**src/rtl/sync_handshake_rx.sv**
```systemverilog
// Receiving-domain end of a 4-phase req/ack clock-domain-crossing handshake.
// The asynchronous request level is synchronized, and the source-held data
// word is captured once. The word is offered on a valid/ready interface, and
// a registered ack level is returned to the source.
//
// Parameters:
//   DATA_W       width of the transferred word
//   SYNC_STAGES  depth of the req synchronizer chain (legal range 2..4)
//   CNT_W        width of the completed-transfer counter (wraps)
//
// Ports:
//   clk, rst            receiving clock, async active-high reset
//   req_async           level request from the source domain
//   data_async          source data, stable while req is high until ack is seen
//   ack                 registered acknowledge level to the source domain
//   out_valid/out_ready local handshake for the captured word
//   out_data            captured word, held outside transfers
//   busy                high whenever the block is not idle
//   xfer_count          number of completed local transfers
module sync_handshake_rx #(
  parameter int unsigned DATA_W      = 8,
  parameter int unsigned SYNC_STAGES = 2,
  parameter int unsigned CNT_W       = 16
) (
  input  logic              clk,
  input  logic              rst,
  input  logic              req_async,
  input  logic [DATA_W-1:0] data_async,
  output logic              ack,
  output logic              out_valid,
  output logic [DATA_W-1:0] out_data,
  input  logic              out_ready,
  output logic              busy,
  output logic [CNT_W-1:0]  xfer_count
);

  typedef enum logic [1:0] {
    ST_IDLE  = 2'd0,
    ST_VALID = 2'd1,
    ST_ACK   = 2'd2
  } state_e;

  state_e                 state_q, state_d;
  logic [SYNC_STAGES-1:0] sync_q, sync_d;
  logic                   ack_q, ack_d;
  logic                   out_valid_q, out_valid_d;
  logic                   busy_q, busy_d;
  logic [DATA_W-1:0]      out_data_q, out_data_d;
  logic [CNT_W-1:0]       xfer_count_q, xfer_count_d;
  logic                   req_sync;

  // Synchronizer chain: the only consumer of req_async.
  always_comb begin
    sync_d = {sync_q[SYNC_STAGES-2:0], req_async};
  end

  assign req_sync = sync_q[SYNC_STAGES-1];

  // State and registered outputs.
  always_ff @(posedge clk or posedge rst) begin
    if (rst) begin
      state_q      <= ST_IDLE;
      sync_q       <= '0;
      ack_q        <= 1'b0;
      out_valid_q  <= 1'b0;
      busy_q       <= 1'b0;
      out_data_q   <= '0;
      xfer_count_q <= '0;
    end else begin
      state_q      <= state_d;
      sync_q       <= sync_d;
      ack_q        <= ack_d;
      out_valid_q  <= out_valid_d;
      busy_q       <= busy_d;
      out_data_q   <= out_data_d;
      xfer_count_q <= xfer_count_d;
    end
  end

  // Next-state logic.
  always_comb begin
    state_d = state_q;
    unique case (state_q)
      ST_IDLE:  if (req_sync)  state_d = ST_VALID;
      ST_VALID: if (out_ready) state_d = ST_ACK;
      ST_ACK:   if (!req_sync) state_d = ST_IDLE;
      default:                 state_d = ST_IDLE;
    endcase
  end

  // Output logic: next values of the output flops, so every output is a
  // plain flop with no decode glitches toward the source domain.
  always_comb begin
    out_data_d   = out_data_q;
    xfer_count_d = xfer_count_q;
    // data_async is sampled only on the IDLE -> VALID capture edge.
    if ((state_q == ST_IDLE) && req_sync) begin
      out_data_d = data_async;
    end
    if ((state_q == ST_VALID) && out_ready) begin
      xfer_count_d = xfer_count_q + CNT_W'(1);
    end
    ack_d       = (state_d == ST_ACK);
    out_valid_d = (state_d == ST_VALID);
    busy_d      = (state_d != ST_IDLE);
  end

  assign ack        = ack_q;
  assign out_valid  = out_valid_q;
  assign busy       = busy_q;
  assign out_data   = out_data_q;
  assign xfer_count = xfer_count_q;

endmodule

```
**config.mk**
```make
export PLATFORM = sky130hd
export DESIGN_NAME = sync_handshake_rx
export DESIGN_NICKNAME = d
export VERILOG_FILES = /design/src/rtl/sync_handshake_rx.sv
export SDC_FILE = /design/constraint.sdc
export NUM_CORES = 1
export LEC_CHECK = 0
export ABC_CLOCK_PERIOD_IN_PS = 3800
export CORE_MARGIN = 3
export CORE_UTILIZATION = 48
export CTS_CLUSTER_DIAMETER = 50
export CTS_CLUSTER_SIZE = 40
export DETAILED_ROUTE_END_ITERATION = 7
export GPL_TIMING_DRIVEN = 1
export PLACE_DENSITY = 0.82
export SYNTH_ARGS = -nofsm -noshare
export SYNTH_HDL_FRONTEND = slang
export SYNTH_SLANG_ARGS = --single-unit
```
**constraint.sdc**
```tcl
create_clock -name clk -period 3.8 [get_ports clk]
set_input_delay 0.38 -clock clk [delete_from_list [all_inputs] [get_ports clk]]
set_output_delay 0.38 -clock clk [all_outputs]
set_load 0.005 [all_outputs]
```
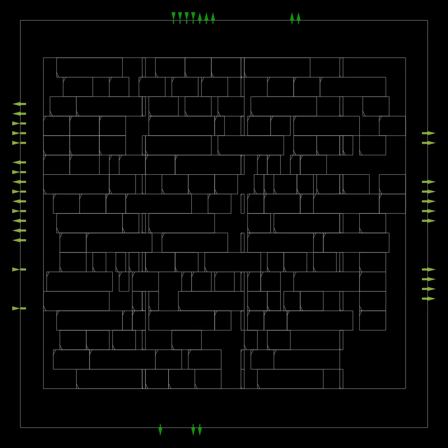
**Above:** run 1 (cell outlines without signal wires).
Core Box Area: 2340 µm²
# rows: 17
fin cells: 166

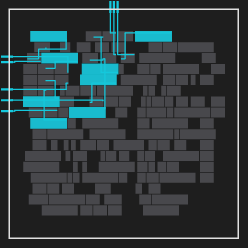
**Above:** run 1 (wires at chosen ports, followed through buffers).
(4 px per µm)
out_data -> cyan  # bits 8, direction output, end cells 8, buffers 8, wire 216 µm
boundary pin count: 39
I/O Buffers: 38

==> results.cfg, run 1 <==
; generated from flow reports
[status]
status = completed

[synth]
synthesis.area_um2 = 1240
synthDistinctLibCells = 23
yosys_warnings = 0

[layout]
drive_above_1_share_pct = 17.4
final-comb-area_um2 = 449
diodes = 0
nonClkBufAreaFrac_pct = 22.1
num-clock-buffers = 8

[placement]
gp_congestion = 0.689

[drt]
drcViolationCount = 0
drtIter0Drc = 16
met3WireLength_um = 216

[critical_path]
worstSetupStartpointType = register
rr_endpoint = out_data[5]
cp_top_family = buffers and inverters
path_class = reg -> out
worst-path-buf-inv = 1

[clock_network]
cts.sinks = 31
cts_tree = built

[grt]
grtUsageTotal_pct = 16.7
met2_usage_pct = 25.6

[sta]
hold_violations = 0
fmax_mhz = 574

[hold_path]
holdPathEnd = sync_q[1]
min_path_cells = 0
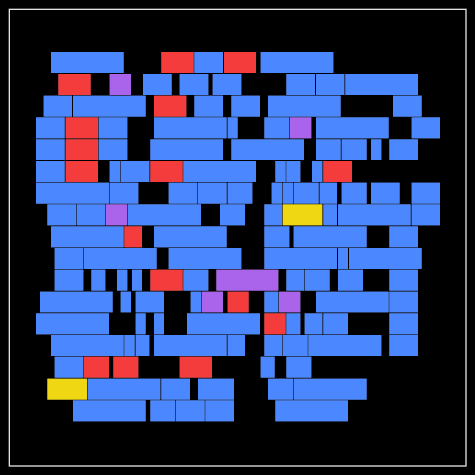
**Above:** run 1 (sizing map).
(8 px per µm)
_6 and larger -> yellow  # cells 2, share 1.4%
_3 and _4 cells -> purple  # cells 6, share 4.3%
_0 and _1 cells -> blue  # cells 114, share 83%
_2 cells -> red  # cells 16, share 12%

-- run 1: report_power, final --
part / total [W] / switching (W) / internal, W / leakage (nW)
Combinational: 0.000356 / 0.000119 / 0.000237 / 0.343
Sequential: 0.000500 / 0.0000741 / 0.000426 / 0.388
Clock: 0.000216 / 0.000107 / 0.000109 / 0.0386
Total: 0.00107 / 0.000300 / 0.000772 / 0.770
-- run 1: worst max path at each step --
stage	cells past startpoint	endpoint	slack [ns]
detailed placement	2	state_q[1]	2.03
finish	1	xfer_count[3]	2.06
global route	1	xfer_count[3]	1.97
CTS	1	xfer_count[3]	2.03
floorplan	5	xfer_count[12]	2.41
global placement	2	state_q[0]	2.06
-- run 1: kinds of logic (layout without fill, tap and decap cells) --
| family | count (synthesis) | after routing | share of synthesized area [%] |
|---|---|---|---|
| AOI/OAI and AO/OA | 4 | 4 | 2.21 |
| xor gates and xnor gates | 15 | 15 | 10.6 |
| adders and majority gates | 1 | 1 | 1.01 |
| buffers and inverters | 4 | 49 | 1.51 |
| DFF | 31 | 31 | 62.4 |
| muxes | 9 | 9 | 8.15 |
| and+or+nand+nor | 29 | 29 | 14.2 |
-- run 1: placed cells by master (no fill, tap or decap) --
cell,n
a31o_2,2
and2_1,1
and2_2,1
and3_1,1
and3_2,1
and4_1,1
and4b_2,1
clkbuf_1,1
clkbuf_4,5
clkbuf_8,2
clkdlybuf4s50_1,38
dfrtp_1,31
ha_1,1
inv_1,3
mux2_2,9
nand2_1,4
nand2b_1,1
nand3_1,5
nand4_1,3
nand4_4,1
nor2_1,7
nor2_2,1
nor3_2,1
o21ai_0,2
xnor2_1,8
xor2_1,7
-- run 1: state kept, by name, summed over array words and instances, names as in the netlist --
register	cells
ack	1
state_q	2
out_valid	1
sync_q	2
out_data	8
xfer_count	16
busy	1
**Run 1: gate families picked out**

(8 px per µm)
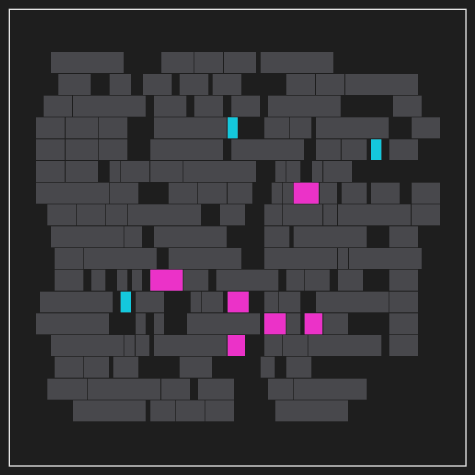

==> run 2: changes to the inputs <==
==> config.mk (replaced) <==
export PLATFORM = sky130hd
export DESIGN_NAME = sync_handshake_rx
export DESIGN_NICKNAME = d
export VERILOG_FILES = /design/src/rtl/sync_handshake_rx.sv
export SDC_FILE = /design/constraint.sdc
export NUM_CORES = 1
export LEC_CHECK = 0
export ABC_CLOCK_PERIOD_IN_PS = 1400
export CORE_MARGIN = 3
export CORE_UTILIZATION = 41
export CTS_CLUSTER_DIAMETER = 50
export CTS_CLUSTER_SIZE = 40
export DETAILED_ROUTE_END_ITERATION = 7
export GPL_TIMING_DRIVEN = 1
export PLACE_DENSITY = 0.75
export SYNTH_ARGS = -nofsm -noshare
export SYNTH_HDL_FRONTEND = slang
export SYNTH_SLANG_ARGS = --single-unit
==> constraint.sdc (replaced) <==
create_clock -name clk -period 1.4 [get_ports clk]
set_input_delay 0.14 -clock clk [delete_from_list [all_inputs] [get_ports clk]]
set_output_delay 0.14 -clock clk [all_outputs]
set_load 0.005 [all_outputs]
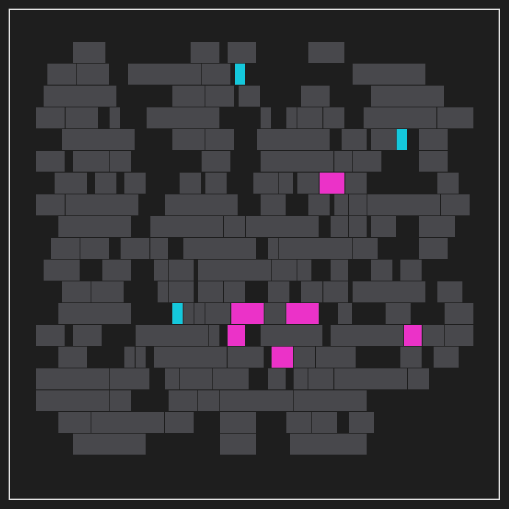
**Above:** run 2 (gate families picked out).
(8 px per µm)
and/or cells -> magenta  # cells 6
inv cells -> cyan  # cells 3, most used inv_1

==> results.cfg, run 2 <==
; generated from flow reports
[layout]
mostFrequentLayoutCells = dfrtp_1 (30), clkdlybuf4s50_1 (27), buf_4 (19)
layout_top_cell = dfrtp_1
diodes = 0
largest_reg_flops = 16

[pwr]
power_leader = registers
power_frac_seq_pct = 43.5
cell_internal_pwr_w = 0.00218
p_clk_share_pct = 19.3
pg_seq_w = 0.00132
clk-power_w = 0.000586
swShare_pct = 28.2

[drt]
drcViolationCount = 0

[synth]
synthesis.area_um2 = 1240
yosys_warnings = 0
simple_gate_area_share_pct = 14.2
synthTopLogicFamily = simple AND/OR/NAND/NOR gates
fa_ha_area_share_pct = 1.01
synthMuxAreaShare_pct = 8.15
ys_sh_xor_pct = 10.6

[sta]
fmax_mhz = 737

[floorplanning]
fp.coreArea_um2 = 2830
io_pins = 39
rows = 19

[critical_path]
cp.depth = 1
path_class = reg -> out
worstSetupStartpointType = register
cp_top_family = buffers and inverters

[status]
status = completed

[clock_network]
cts_tree = built

[grt]
grtUsageTotal_pct = 16.5
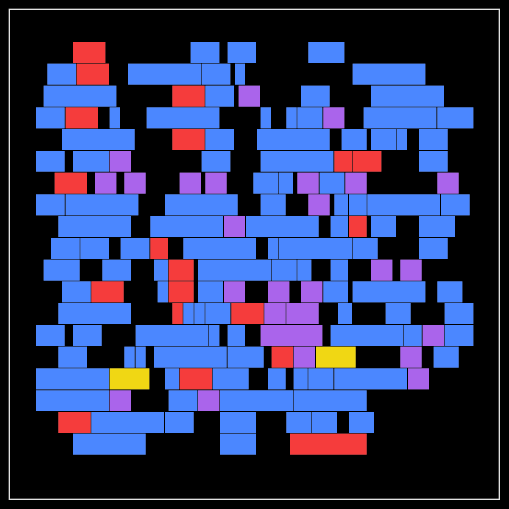
**Above:** run 2 (sizing map).
(8 px per µm)
_2 cells -> red  # cells 19, share 12%
_0 and _1 cells -> blue  # cells 110, share 70%
_3 and _4 cells -> purple  # cells 26, share 17%
_6 and larger -> yellow  # cells 2, share 1.3%

## run 2: cell counts after synthesis
No cell type changed its count.
## run 2: worst min path at each step
stage	endpoint	slack, ns	cells after the start
floorplan	sync_q[0]	0.17	0
global placement	sync_q[1]	0.33	0
detailed placement	sync_q[1]	0.35	0
CTS	xfer_count[10]	0.19	3
global route	out_data[6]	0.21	3
finish	ack	0.18	3
## run 2: metrics by stage
step | worst slack, ns | TNS, ns | util (%) | cells
floorplan | 0.0146 | 0 | - | 93
global route | -0.0220 | -0.0309 | 66.9 | 188
CTS | 0.00535 | 0 | 65.1 | 185
global placement | -0.0940 | -0.474 | 60.9 | 170
finish | 0.0429 | 0 | 66.9 | 188
detailed placement | -0.134 | -0.868 | 60.9 | 170
## run 2: layout make-up
cell class / count / area, µm²
Fill cell: 224 / 936
Sequential cell: 31 / 777
Inverter: 3 / 11.3
Multi-Input combinational cell: 58 / 458
Clock buffer: 8 / 68.8
Tap cell: 31 / 38.8
Timing Repair Buffer: 57 / 539
## run 2: logic make-up (layout without fill, tap and decap cells)
group / Yosys count / count (layout)
adder cells (fa/ha/maj): 1 / 1
AND/OR/NAND/NOR: 29 / 29
flip-flops: 31 / 31
buffers and inverters: 4 / 68
multiplexers: 9 / 9
XOR/XNOR: 15 / 15
AND-OR/OR-AND: 4 / 4
## run 2: repair_timing
action	CTS	global route
pin swaps	0	3
resized	4	12
endpoints found under the setup margin	10	18
buffers inserted	7	3
## run 2: per-layer routing
metal	vias to the layer above	GRT usage, %	part of all wire (%)
met2	34	29.8	58
met1	449	17.7	34
met5	-	0	0
met3	2	4.82	7.4
li1	442	-	-
met4	0	7.43	0.64
Power figures rest on the tool's default switching activity, not on a simulated workload.
